[config.mk]
export PLATFORM = sky130hd
export DESIGN_NAME = ram8x16
export DESIGN_NICKNAME = d
export VERILOG_FILES = /design/src/rtl/ram8x16_pkg.sv /design/src/rtl/ram8x16_reg.sv /design/src/rtl/ram8x16.sv
export SDC_FILE = /design/constraint.sdc
export NUM_CORES = 1
export LEC_CHECK = 0
export ABC_AREA = 1
export CAP_MARGIN = 20
export CORE_ASPECT_RATIO = 0.7
export CORE_MARGIN = 2
export CORE_UTILIZATION = 45
export CTS_BUF_LIST = sky130_fd_sc_hd__clkbuf_16
export DETAILED_ROUTE_END_ITERATION = 6
export GPL_TIMING_DRIVEN = 0
export SYNTH_ARGS = -nofsm -noshare
export SYNTH_HDL_FRONTEND = slang
export SYNTH_SLANG_ARGS = --single-unit
export TNS_END_PERCENT = 10
[constraint.sdc]
create_clock -name clk -period 2.5 [get_ports clk]
set_input_delay 0.5 -clock clk [delete_from_list [all_inputs] [get_ports clk]]
set_output_delay 0.5 -clock clk [all_outputs]
set_load 0.01 [all_outputs]
[src/rtl/ram8x16_pkg.sv]
// Shared constants and FSM encoding for the
// eight-word 16-bit register store.
package ram8x16_pkg;

   localparam int WORD_W = 16;
   localparam int DEPTH  = 8;
   localparam int ADDR_W = 3;

   typedef enum logic {
      ST_IDLE  = 1'b0,
      ST_SWEEP = 1'b1
   } state_t;

endpackage

[src/rtl/ram8x16_reg.sv]
// 16-bit load-enable register, one per word
// of the eight-word store.
module ram8x16_reg
   import ram8x16_pkg::*;
(
   input  logic              clk,
   input  logic              reset,
   input  logic              load,
   input  logic [WORD_W-1:0] d,
   output logic [WORD_W-1:0] q
);

   always_ff @(posedge clk) begin
      if (reset)
         q <= '0;
      else if (load)
         q <= d;
   end

endmodule

[src/rtl/ram8x16.sv]
// Eight 16-bit words, one write per cycle,
// combinational read and a multi-cycle clear sweep.
module ram8x16
   import ram8x16_pkg::*;
(
   input  logic              clk,
   input  logic              reset,
   input  logic [WORD_W-1:0] in,
   input  logic              load,
   input  logic [ADDR_W-1:0] address,
   input  logic              clear,
   output logic [WORD_W-1:0] out,
   output logic              busy
);

   state_t              state;
   state_t              state_n;
   logic [ADDR_W-1:0]   ptr;
   logic [ADDR_W-1:0]   ptr_n;
   logic                sweeping;
   logic                load_ok;
   logic [DEPTH-1:0]    dec;
   logic [DEPTH-1:0]    we;
   logic [WORD_W-1:0]   wdata;
   logic [WORD_W-1:0]   words [DEPTH];

   assign sweeping = (state == ST_SWEEP);
   assign busy     = sweeping;
   // clear wins over a load presented in the same idle cycle
   assign load_ok  = load & ~sweeping & ~clear;
   assign wdata    = sweeping ? '0 : in;

   always_ff @(posedge clk) begin
      if (reset) begin
         state <= ST_IDLE;
         ptr   <= '0;
      end else begin
         state <= state_n;
         ptr   <= ptr_n;
      end
   end

   always_comb begin
      state_n = state;
      ptr_n   = ptr;
      unique case (state)
         ST_IDLE: begin
            if (clear) begin
               state_n = ST_SWEEP;
               ptr_n   = '0;
            end
         end
         ST_SWEEP: begin
            ptr_n = ptr + 3'd1;
            if (ptr == 3'd7)
               state_n = ST_IDLE;
         end
         default: begin
            state_n = ST_IDLE;
            ptr_n   = '0;
         end
      endcase
   end

   always_comb begin
      dec = '0;
      dec[address] = 1'b1;
   end

   for (genvar i = 0; i < DEPTH; i++) begin : g_word
      assign we[i] = (load_ok & dec[i])
                   | (sweeping & (ptr == ADDR_W'(i)));

      ram8x16_reg u_reg (
         .clk   (clk),
         .reset (reset),
         .load  (we[i]),
         .d     (wdata),
         .q     (words[i])
      );
   end

   always_comb begin
      out = words[address];
   end

endmodule

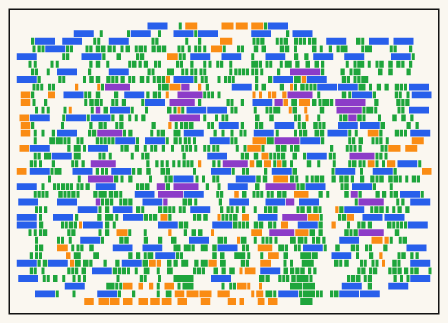
**Above:** run 1 (placed cells, one color a class).
clock drivers and dummy loads -> purple  # cells 30, share of their area 7.6%
all other logic -> green  # cells 889, share of their area 49%
other buffers and delay cells -> orange  # cells 109, share of their area 11%
flip-flops -> blue  # cells 132, share of their area 33%
Util after Layout: 55.8%
sequential cell area share: 31.9%
# rows: 37
Core Region: 0.0149 sq mm
Final Instance Area: 0.00830 sq mm

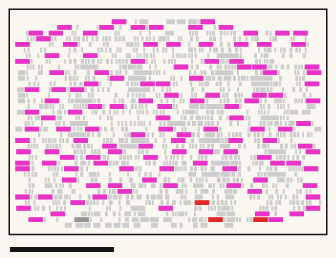
**Above:** run 1 (where the registers sit).
Scale bar: 50 microns. Other sequential cells in the stronger gray, the rest of the logic in the fainter gray.
g_word.u_reg.q -> magenta  # flops 128, where spread over the die
ptr -> red  # flops 3

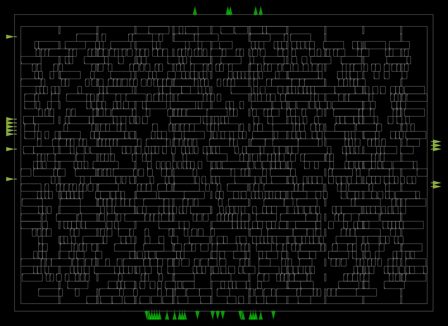
**Above:** run 1 (cell placement).
Seq Cell Count: 132
Filler cells: 1,530

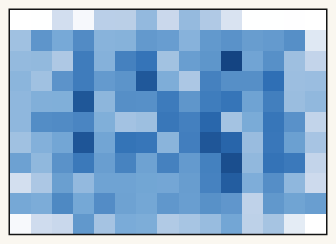
**Above:** run 1 (cell area per tile).
15 x 11 tiles, from white (low) to dark blue (high), 0 to 100% covered.
tiles over 75% full = 5.5%
mean over tiles = 49%
nearly empty tiles = 4.2%

==> run 1: critical path, cell delays in order <==
cell             delay, ps
buf_4                  150
buf_8                  160
buf_6                  160
nand2_1                 60
o21ai_1                 90
nand2_1                 80
nand2_1                130
nand2_1                140
nand2_1                110
clkdlybuf4s50_1        530
==> run 1: registers in the layout, indices dropped and copies added (netlist names) <==
register and count:
busy 1, ptr 3, g_word.u_reg.q 128
==> run 1: final cells by class <==
| cell class | instances | share of cell area [%] |
|---|---|---|
| Clock inverter | 13 | 2.25 |
| Buffer | 71 | 5.84 |
| Timing Repair Buffer | 38 | 4.80 |
| Inverter | 81 | 3.76 |
| Multi-Input combinational cell | 808 | 43.4 |
| Sequential cell | 132 | 31.9 |
| Clock buffer | 17 | 5.13 |
| Tap cell | 195 | 2.94 |
==> run 1: power groups by stage <==
| stage | Clock (uW) | Sequential, uW | Combinational (uW) |
|---|---|---|---|
| 2_1_floorplan | 0 | 2240 | 372 |
| 3_3_place_gp | 0 | 2240 | 620 |
| 3_5_place_dp | 0 | 2250 | 622 |
| 4_1_cts | 2670 | 2200 | 645 |
| 5_1_grt | 2760 | 2210 | 718 |
| 6_report | 2690 | 2200 | 669 |
==> run 1: placed cells by master, fill, tap and decap left out, types with 4 or more instances in the layout <==
| cell | n |
|---|---|
| inv_1 | 76 |
| clkbuf_1 | 21 |
| buf_6 | 14 |
| nand3_1 | 98 |
| dlymetal6s2s_1 | 11 |
| ha_1 | 6 |
| nand2_1 | 360 |
| clkinv_4 | 5 |
| dfxtp_1 | 132 |
| nand3b_1 | 23 |
| buf_1 | 6 |
| o21ai_1 | 12 |
| nand4_1 | 6 |
| nor2_1 | 140 |
| bufinv_16 | 4 |
| a21oi_1 | 97 |
| clkbuf_16 | 17 |
| nand2_2 | 10 |
| buf_2 | 14 |
| clkdlybuf4s50_1 | 21 |
| buf_4 | 10 |
| o21ai_0 | 38 |
==> run 1: what timing repair did <==
action	4_1_cts	5_1_grt
hold buffers	0	0
gates resized	50	32
endpoints found under the setup margin	16	14
==> run 1: worst min path at each step <==
| stage | from | to | slack (ps) | cells past startpoint |
|---|---|---|---|---|
| floorplan | g_word[5].u_reg.q[0] | g_word[5].u_reg.q[0] | 450 | 2 |
| global placement | g_word[2].u_reg.q[7] | g_word[2].u_reg.q[7] | 470 | 2 |
| detailed placement | g_word[6].u_reg.q[10] | g_word[6].u_reg.q[10] | 470 | 2 |
| CTS | reset | ptr[0] | 420 | 2 |
| global route | reset | ptr[0] | 490 | 2 |
| finish | reset | ptr[0] | 430 | 2 |
==> run 1: through the flow <==
step | setup slack [ps] | utilization (%) | area, sq um | total power [uW]
after floorplan | 583 | - | 6910 | 2610
after global placement | -744 | 50.6 | 7510 | 2860
after CTS | -146 | 55.4 | 8240 | 5520
after detailed placement | -741 | 50.7 | 7530 | 2870
after global routing | -135 | 55.8 | 8300 | 5690
final | -134 | 55.8 | 8300 | 5560
==> run 1: layer usage <==
metal	wire [microns]	global-route usage (%)	up-vias
met5	0	0	-
met4	867	11.3	0
met3	2590	6.48	68
met2	10600	46.8	361
met1	12200	46.8	3353
li1	-	-	3581
==> run_results.csv, run 1 <==
group,metric,value,unit
sta,slew_headroom,17.8,%
grt,grt_pass1_wl,39100,microns
synthesis,synthDistinctLibCells,28,
synthesis,fp_nets,1121,
cts,clkSinkCount,132,
layout,final-comb-area,0.00360,sq mm
synthesis,ys_top_cells_by_area,"dfxtp_1 38%, nand2_1 20%, nor2_1 7.6%",
routing,drtIter0Drc,995,
sta,clock.fmax,0.380,GHz
sta,fin_crit,2630,ps
run_status,violations,"negative setup slack",
cts,cts_buffer_depth,2,
place,routabilityCongestion,0.951,
cts,clk_latency,430,ps
routing,wl,26200,microns
sta,skew,9.55,ps
min_path,hold_class,"in -> reg",
floorplanning,io_pins,40,
place,place_inst,1325,
grt,grt_max_degree,17,
layout,antenna_cells,0,
floorplanning,die_x,152,microns
synthesis,synthTopLogicFamily,"simple AND/OR/NAND/NOR gates",
floorplanning,chipArea,0.0164,sq mm
floorplanning,dieHeight,108,microns
synthesis,yosysWarnings,0,
setup_path,cp-endpoint,"out[9]",
setup_path,worstSetupStartpoint,"address[0]",
cts,htreeDepth,4,
sta,finalClockPeriodUsage,105,%
grt,antenna_found_initial,0,
run,warnings,32,
place,dp_hpwl,18600,microns
setup_path,timing.rr.end,"g_word[3].u_reg.q[5]",
pwr,clkPwrFrac,48.3,%
synthesis,ys_sh_xor,0,%
routing,drtAntennaViolNets,0,
cts,cts-root-buf,"clkbuf_16",
synthesis,ys_area,0.00691,sq mm
layout,drive_above_1_share,8.71,%
cts,cts_setup_buffers,0,
pwr,switching_share,27.3,%
setup_path,rr_worst_depth,5,
cts,cts-buffers-inserted,17,
synthesis,largest_area_cell,"dfxtp_1",
sta,rsz0062_at_grt,"true",
synthesis,ys_sh_simple,39.5,%
sta,setup-tns-final,-158,ps
synthesis,muxShareOfSynthArea,0,%
pwr,peakVddDrop,0.000400,V
synthesis,async_reset_ff_share,0,%
pwr,p_comb_share,12.0,%
layout,flop_area,0.00264,sq mm
pwr,p_leak,0.00401,uW
sta,maxSlewViolCount,0,
synthesis,syn_area_per_cell,6.33,sq um
synthesis,fa_ha_area_share,1.09,%
sta,tightest_slew,1230,ps
setup_path,critPathMaxFanout,10,
pwr,internal_power,4040,uW
setup_path,r2r_slack,530,ps
synthesis,ys_cells,1092,
layout,fin_nets,1178,
synthesis,ys_seq_share,38.2,%
cts,clkSlewWorstSetupHoldPaths,60,ps
synthesis,edf_count,0,
synthesis,syn-cell-area,0.00691,sq mm
setup_path,start_kind,"primary input",
setup_path,critPathArrivalTime,2130,ps
setup_path,end_kind,"output pin",
setup_path,cp.required,2000,ps
sta,timing.final.hold_violations,0,
floorplanning,initial_core_util,46.5,%
synthesis,yosys-top-cells-count,"360 x nand2_1, 140 x nor2_1, 132 x dfxtp_1",
routing,via_per_inst,5.43,
routing,vias,7363,
sta,setup_viol,2,
setup_path,worstReg2RegStart,"busy",
synthesis,flop_cell,"dfxtp_1",
pwr,switching_power,1510,uW
run_status,outcome,"complete, but fails checks",
run,cap_viol_max_count,0,
sta,holdWs,430,ps
sta,setup_ws,-134,ps
routing,drt_pass1_iterations,5,
grt,grt_pass1_vias,6600,
**Run 1: met3 routing**

Scale bar: 50 microns.
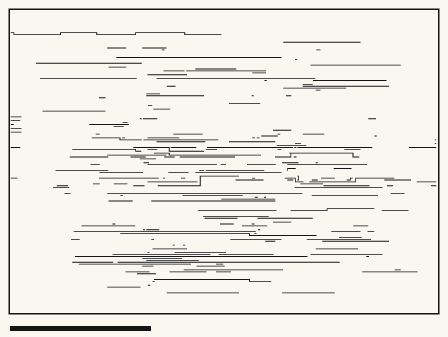

==> inputs of run 2 (changes only) <==
CORE_ASPECT_RATIO = unset   (was 0.7)
CORE_MARGIN = unset   (was 2)
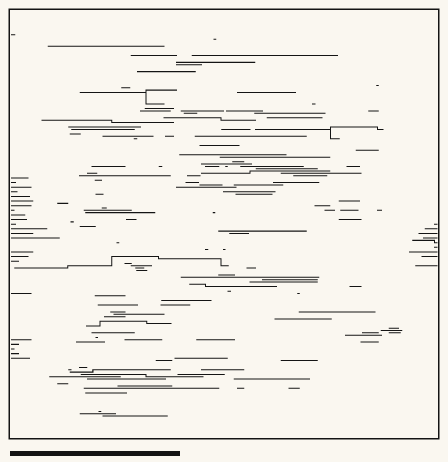
**Above:** run 2 (met3 routing).
Scale bar: 50 microns.
nets with wire on the layer = 120
share of all routed wire = 7.2%
wire length on this layer = 1,790 microns
main direction = horizontal
longest straight run = 42.8 microns
met3 global-route usage: 5.18%
vias: 7,327
DRT Wirelength: 24,600 microns

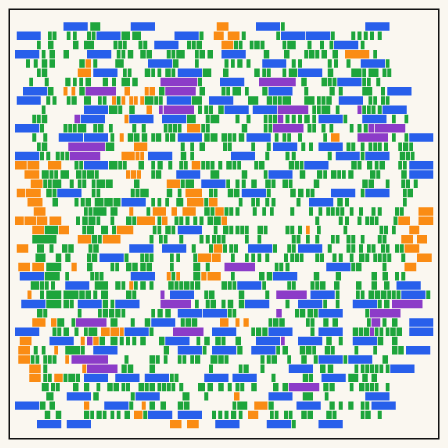
**Above:** run 2 (placed cells, one color a class).
other buffers and delay cells -> orange  # cells 110, share of their area 11%
flip-flops -> blue  # cells 132, share of their area 33%
all other logic -> green  # cells 889, share of their area 49%
clock drivers and dummy loads -> purple  # cells 32, share of their area 7.4%
Util after Layout: 56.3%
Core Region: 0.0148 sq mm
sequential cell area share: 31.8%

==> run_results.csv, run 2 <==
group,metric,value,unit
synthesis,synthAoiAreaFrac,11.4,%
setup_path,r2r_slack,570,ps
synthesis,syn-cell-area,0.00691,sq mm
run_status,outcome,"complete, but fails checks",
synthesis,ys_sh_xor,0,%
synthesis,ys_seq_share,38.2,%
synthesis,ys_area,0.00691,sq mm
cts,holdBufCountCts,0,
layout,final_layout_top_logic_cells,"359 x nand2_1, 139 x nor2_1, 132 x dfxtp_1",
synthesis,ys_top_cells_by_area,"dfxtp_1 38%, nand2_1 20%, nor2_1 7.6%",
synthesis,top_cell_area_share,38.2,%
routing,drt_pass1_iterations,5,
grt,overflow,0,
setup_path,worstSetupStartpoint,"address[0]",
cts,cts_tree,"built",
floorplanning,fp-row-count,44,
sta,finalClockPeriodUsage,101,%
sta,clock.fmax,0.396,GHz
layout,fin_nets,1179,
cts,clkSinkCount,132,
synthesis,most_common_cell,"nand2_1",
floorplanning,initial_core_util,46.8,%
setup_path,critPathArrivalTime,2030,ps
layout,largest_register,"g_word.u_reg.q",
synthesis,fa_ha_area_share,1.09,%
grt,grt_pass1_vias,6551,
sta,tightest_slew,926,ps
cts,cts_buffer_depth,2,
min_path,hp-start,"reset",
routing,via_per_inst,5.44,
setup_path,end_kind,"output pin",
synthesis,ys.flops,132,
synthesis,ys_cells,1092,
sta,slew_headroom,38.1,%
routing,drtAntennaViolNets,0,
floorplanning,dieHeight,126,microns
setup_path,worst_path_max_delay_cell,"clkdlybuf4s50_1",
place,routabilityCongestion,0.930,
place,dp_worst_setup_slack,-537,ps
layout,largest_reg_flops,128,
synthesis,synthDistinctLibCells,28,
min_path,hold_class,"in -> reg",
sta,timing.final.hold_violations,0,
grt,grt_pass1_wl,37600,microns
setup_path,critPathMaxFanout,10,
pwr,p_leak,0.00397,uW
sta,setup-tns-final,-32.0,ps
floorplanning,chipArea,0.0159,sq mm
synthesis,flop_cell,"dfxtp_1",
min_path,holdPathStages,2,
synthesis,fp_nets,1121,
setup_path,cpMostUsedCell,"nand2_1",
cts,htreeDepth,4,
setup_path,worstReg2RegStart,"ptr[1]",
layout,lay_top_count,"nand2_1",
cts,clk_latency,430,ps
layout,synthToLayoutAreaGrowth,20.2,%
cts,clkSlewWorstSetupHoldPaths,60,ps
synthesis,yosys-top-cells-count,"360 x nand2_1, 140 x nor2_1, 132 x dfxtp_1",
floorplanning,io_pins,40,
setup_path,cp.required,2000,ps
run,warnings,32,
routing,drc,0,
cts,cts-root-buf,"clkbuf_16",
sta,fin_crit,2530,ps
place,place_inst,1312,
grt,grt_max_degree,17,
synthesis,yosysWarnings,0,
grt,antenna_found_initial,0,
sta,holdWs,468,ps
grt,grtUsageTotal,31.8,%
setup_path,start_kind,"primary input",
synthesis,edf_count,0,
routing,drtIter0Drc,770,
place,portBuffers,36,
run,cap_viol_max_count,0,
synthesis,ys_sh_simple,39.5,%
layout,antenna_cells,0,
floorplanning,die_x,126,microns
place,dp_hpwl,18200,microns
synthesis,muxShareOfSynthArea,0,%
cts,cts-buffers-inserted,17,
setup_path,worstSetupPathType,"in -> out",
synthesis,syn_inst,1092,
setup_path,max_stage_delay,550,ps
run_status,violations,"negative setup slack",
setup_path,crit_chain,"buf_4 > buf_8 > clkbuf_8 > nand2_1 > o21ai_1 > nand2_1 > nand2_1 > nand2_1 > nand2_1 > clkdlybuf4s50_1",
sta,setup_ws,-28.3,ps
setup_path,rr_worst_depth,7,
routing,wl_per_cell,18.3,microns
synthesis,largest_area_cell,"dfxtp_1",
synthesis,syn_area_per_cell,6.33,sq um
sta,maxSlewViolCount,0,
layout,nFillCells,1517,
sta,rsz0062_at_grt,"true",
pwr,peakVddDrop,0.000505,V
synthesis,synthTopLogicFamily,"simple AND/OR/NAND/NOR gates",
layout,drive_above_1_share,9.37,%
pwr,cellPowerDensity,658,mW/mm^2
synthesis,async_reset_ff_share,0,%
layout,instances_no_fill,1347,
sta,setup_viol,2,
sta,skew,3.99,ps
==> run 2: cell count changes in the layout (fill, tap and decap cells not counted), sizes merged <==
cell | previous run | this run
inv | 81 | 83
dlymetal6s2s | 11 | 7
dlygate4sd2 | 3 | 6
clkdlybuf4s50 | 21 | 23
==> run 2: kinds of logic after synthesis <==
| kind of cell | after synthesis |
|---|---|
| AOI/OAI and AO/OA | 155 |
| adders and majority gates | 6 |
| buffers and inverters | 152 |
| DFF | 132 |
| and+or+nand+nor | 647 |
==> run 2: worst paths after layout <==
check | to
max | out[15]
min | ptr[0]
max reg2reg | g_word[5].u_reg.q[6]
min reg2reg | g_word[7].u_reg.q[11]
==> run 2: cell type report <==
| cell class | instances | area [sq um] | share of cell area, % |
|---|---|---|---|
| Tap cell | 184 | 230 | 2.77 |
| Clock inverter | 15 | 171 | 2.06 |
| Buffer | 71 | 489 | 5.89 |
| Timing Repair Buffer | 39 | 393 | 4.73 |
| Multi-Input combinational cell | 808 | 3640 | 43.9 |
| Clock buffer | 17 | 425 | 5.12 |
| Inverter | 81 | 309 | 3.72 |
| Sequential cell | 132 | 2640 | 31.8 |
==> run 2: what timing repair did <==
action                                  CTS  global route
pin swaps                                 1             0
buffers inserted                          3             0
endpoints found under the hold margin     0             0
endpoints found under the setup margin   16            11
gates resized                            78            18
==> run 2: worst max-delay path, delay by kind of cell <==
family,cells,cell delay (ps)
compound gates,1,120
simple gates,5,360
buf+inv,4,1060
==> run 2: where the power goes <==
group | leakage, uW | switching [uW] | internal [uW]
clock | 0.000301 | 971 | 1640
combinational | 0.00260 | 440 | 212
sequential | 0.00107 | 26.9 | 2170
==> run 2: stage by stage <==
| stage | utilization [%] | power (uW) | area, sq um |
|---|---|---|---|
| detailed placement | 50.8 | 2850 | 7500 |
| floorplan | - | 2610 | 6910 |
| finish | 56.3 | 5460 | 8300 |
| CTS | 56.0 | 5460 | 8260 |
| global placement | 50.8 | 2850 | 7500 |
| global route | 56.3 | 5630 | 8300 |
==> run 2: layer usage <==
metal | track usage [%] | up-vias | routed length, microns
met1 | 44.1 | 3413 | 11100
met3 | 5.18 | 50 | 1790
met5 | 0 | - | 0
li1 | - | 3576 | -
met4 | 13.6 | 0 | 874
met2 | 48.6 | 288 | 10900
**Run 2: cell area per tile**

13 x 13 tiles, from white (low) to dark blue (high), 0 to 100% covered.
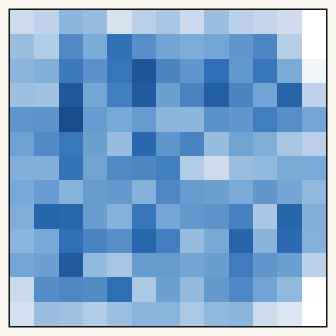

==> inputs of run 3 (changes only) <==
CORE_MARGIN = 1.5   (was unset)
SLEW_MARGIN = 20   (was unset)
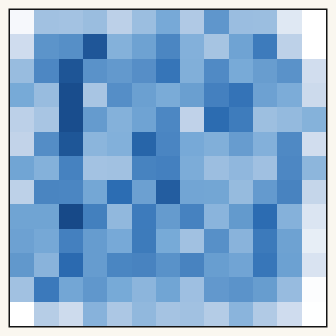
**Above:** run 3 (cell area per tile).
13 x 13 tiles, from white (low) to dark blue (high), 0 to 100% covered.
mean over tiles = 49%
nearly empty tiles = 3.0%
fullest tile = 90%
tiles over 75% full = 7.1%
FP Util: 45.8%
Core Region: 0.0151 sq mm
Util after Layout: 54.3%

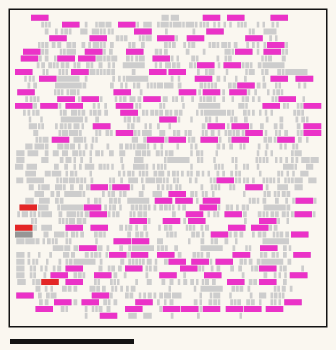
**Above:** run 3 (where the registers sit).
Scale bar: 50 microns. Other sequential cells in the stronger gray, the rest of the logic in the fainter gray.
g_word.u_reg.q -> magenta  # flops 128, where spread over the die
ptr -> red  # flops 3

==> run_results.csv, run 3 <==
group,metric,value,unit
grt,grt_pass1_vias,6454,
setup_path,cpMostUsedCell,"nand2_1",
sta,maxSlewViolCount,0,
pwr,peakVddDrop,0.000520,V
grt,grt_pass1_wl,37200,microns
sta,clock.fmax,0.386,GHz
routing,via_per_inst,5.34,
routing,drtAntennaViolNets,0,
layout,fin_area,0.00820,sq mm
run_status,violations,"negative setup slack",
setup_path,worst_path_max_delay_cell,"clkdlybuf4s50_1",
layout,largest_register,"g_word.u_reg.q",
layout,fin_nets,1178,
layout,final-comb-area,0.00361,sq mm
cts,cts_tree,"built",
routing,vias,7210,
layout,final_layout_top_logic_cells,"360 x nand2_1, 140 x nor2_1, 132 x dfxtp_1",
routing,wl,24600,microns
grt,grtUsageTotal,31.2,%
synthesis,syn_inst,1092,
sta,timing.final.hold_violations,0,
setup_path,crit_family,"buffers and inverters",
setup_path,crit_buf_inv,4,
synthesis,ys_top_cells_by_area,"dfxtp_1 38%, nand2_1 20%, nor2_1 7.6%",
floorplanning,chipArea,0.0161,sq mm
synthesis,ys_cells,1092,
synthesis,ys.flops,132,
cts,cts_buffer_depth,2,
grt,use_met2,47.9,%
layout,nFillCells,1608,
synthesis,fp_nets,1121,
sta,slew_headroom,38.0,%
setup_path,max_stage_delay,550,ps
cts,clk_latency,440,ps
place,dp_hpwl,18000,microns
sta,finalClockPeriodUsage,104,%
sta,fin_crit,2590,ps
setup_path,start_kind,"primary input",
cts,holdBufCountCts,0,
floorplanning,dieHeight,127,microns
pwr,p_total,5250,uW
layout,antenna_cells,0,
synthesis,edf_count,0,
layout,lay_top_count,"nand2_1",
grt,use_met1,43.0,%
synthesis,synthDistinctLibCells,28,
sta,rsz0062_at_grt,"true",
setup_path,end_kind,"output pin",
pwr,p_leak,0.00388,uW
synthesis,top_cell_area_share,38.2,%
sta,setup_ws,-90.4,ps
place,routabilityCongestion,0.950,
place,dp_worst_setup_slack,-545,ps
synthesis,ys_area,0.00691,sq mm
grt,grt.met3_usage,4.93,%
routing,drtIter0Drc,812,
place,portBuffers,36,
run_status,outcome,"complete, but fails checks",
synthesis,flop_cell,"dfxtp_1",
floorplanning,fp-row-count,45,
cts,cts-buffers-inserted,17,
sta,setup_viol,4,
grt,grt_max_degree,17,
setup_path,worstSetupPathType,"in -> out",
place,dpl_cell_area,0.00750,sq mm
run,warnings,32,
synthesis,yosys-top-cells-count,"360 x nand2_1, 140 x nor2_1, 132 x dfxtp_1",
cts,htreeDepth,4,
min_path,hold_class,"in -> reg",
[run 3: worst reg2reg max path: stages, from the launching register on]
cell	delay, ps
dfxtp_1	380
inv_1	80
ha_1	190
nand3_1	370
inv_1	80
nor2_1	530
nor2_1	90
nor2_1	120
[run 3: cell families (layout without fill, tap and decap cells)]
kind of cell	count (synthesis)	in the layout	synth area share [%]
flip-flops	132	132	38.2
buffers and inverters	152	222	9.78
AND/OR/NAND/NOR	647	647	39.5
adder cells (fa/ha/maj)	6	6	1.09
AND-OR/OR-AND	155	155	11.4
[run 3: layout make-up]
type,instances,share of cell area [%]
flip-flops and latches,132,32.2
inverters,81,3.77
clock buffers,17,5.19
well taps,188,2.87
repair buffers,38,4.64
plain buffers,71,5.69
clock inverters,15,1.50
multi-input cells,808,44.1
[run 3: where the power goes]
part,leakage (uW),total (uW),internal [uW],switching (uW)
sequential,0.00107,2200,2170,26.6
combinational,0.00254,638,205,432
clock,0.000271,2420,1430,985
total,0.00388,5250,3810,1440
[run 3: per-layer routing]
metal | vias to the layer above | wire (microns)
met2 | 277 | 10800
met1 | 3306 | 11000
met5 | - | 0
met4 | 0 | 877
met3 | 50 | 1840
li1 | 3577 | -
[run 3: path summary, 6_finish.rpt]
| check | start | end | slack [ps] | cells after the start |
|---|---|---|---|---|
| max reg2reg | ptr[1] | g_word[5].u_reg.q[2] | 600 | 7 |
| max | address[0] | out[2] | -90 | 9 |
| min | reset | ptr[0] | 410 | 2 |
| min reg2reg | g_word[7].u_reg.q[8] | g_word[7].u_reg.q[8] | 480 | 2 |
[run 3: timing repair]
| item | in CTS | in global routing |
|---|---|---|
| pin swaps | 1 | 0 |
| setup buffers | 2 | 0 |
| resized | 43 | 35 |
| setup endpoints to repair | 16 | 13 |
| endpoints found under the hold margin | 0 | 0 |
[run 3: through the flow]
stage | hold WS [ps] | TNS (ps) | instances
global route | 450 | -552 | 1350
finish | 414 | -217 | 1350
detailed placement | 471 | -7860 | 1316
floorplan | 455 | 0 | 1092
global placement | 465 | -7920 | 1316
CTS | 415 | -1480 | 1350
Power figures rest on the tool's default switching activity, not on a simulated workload.
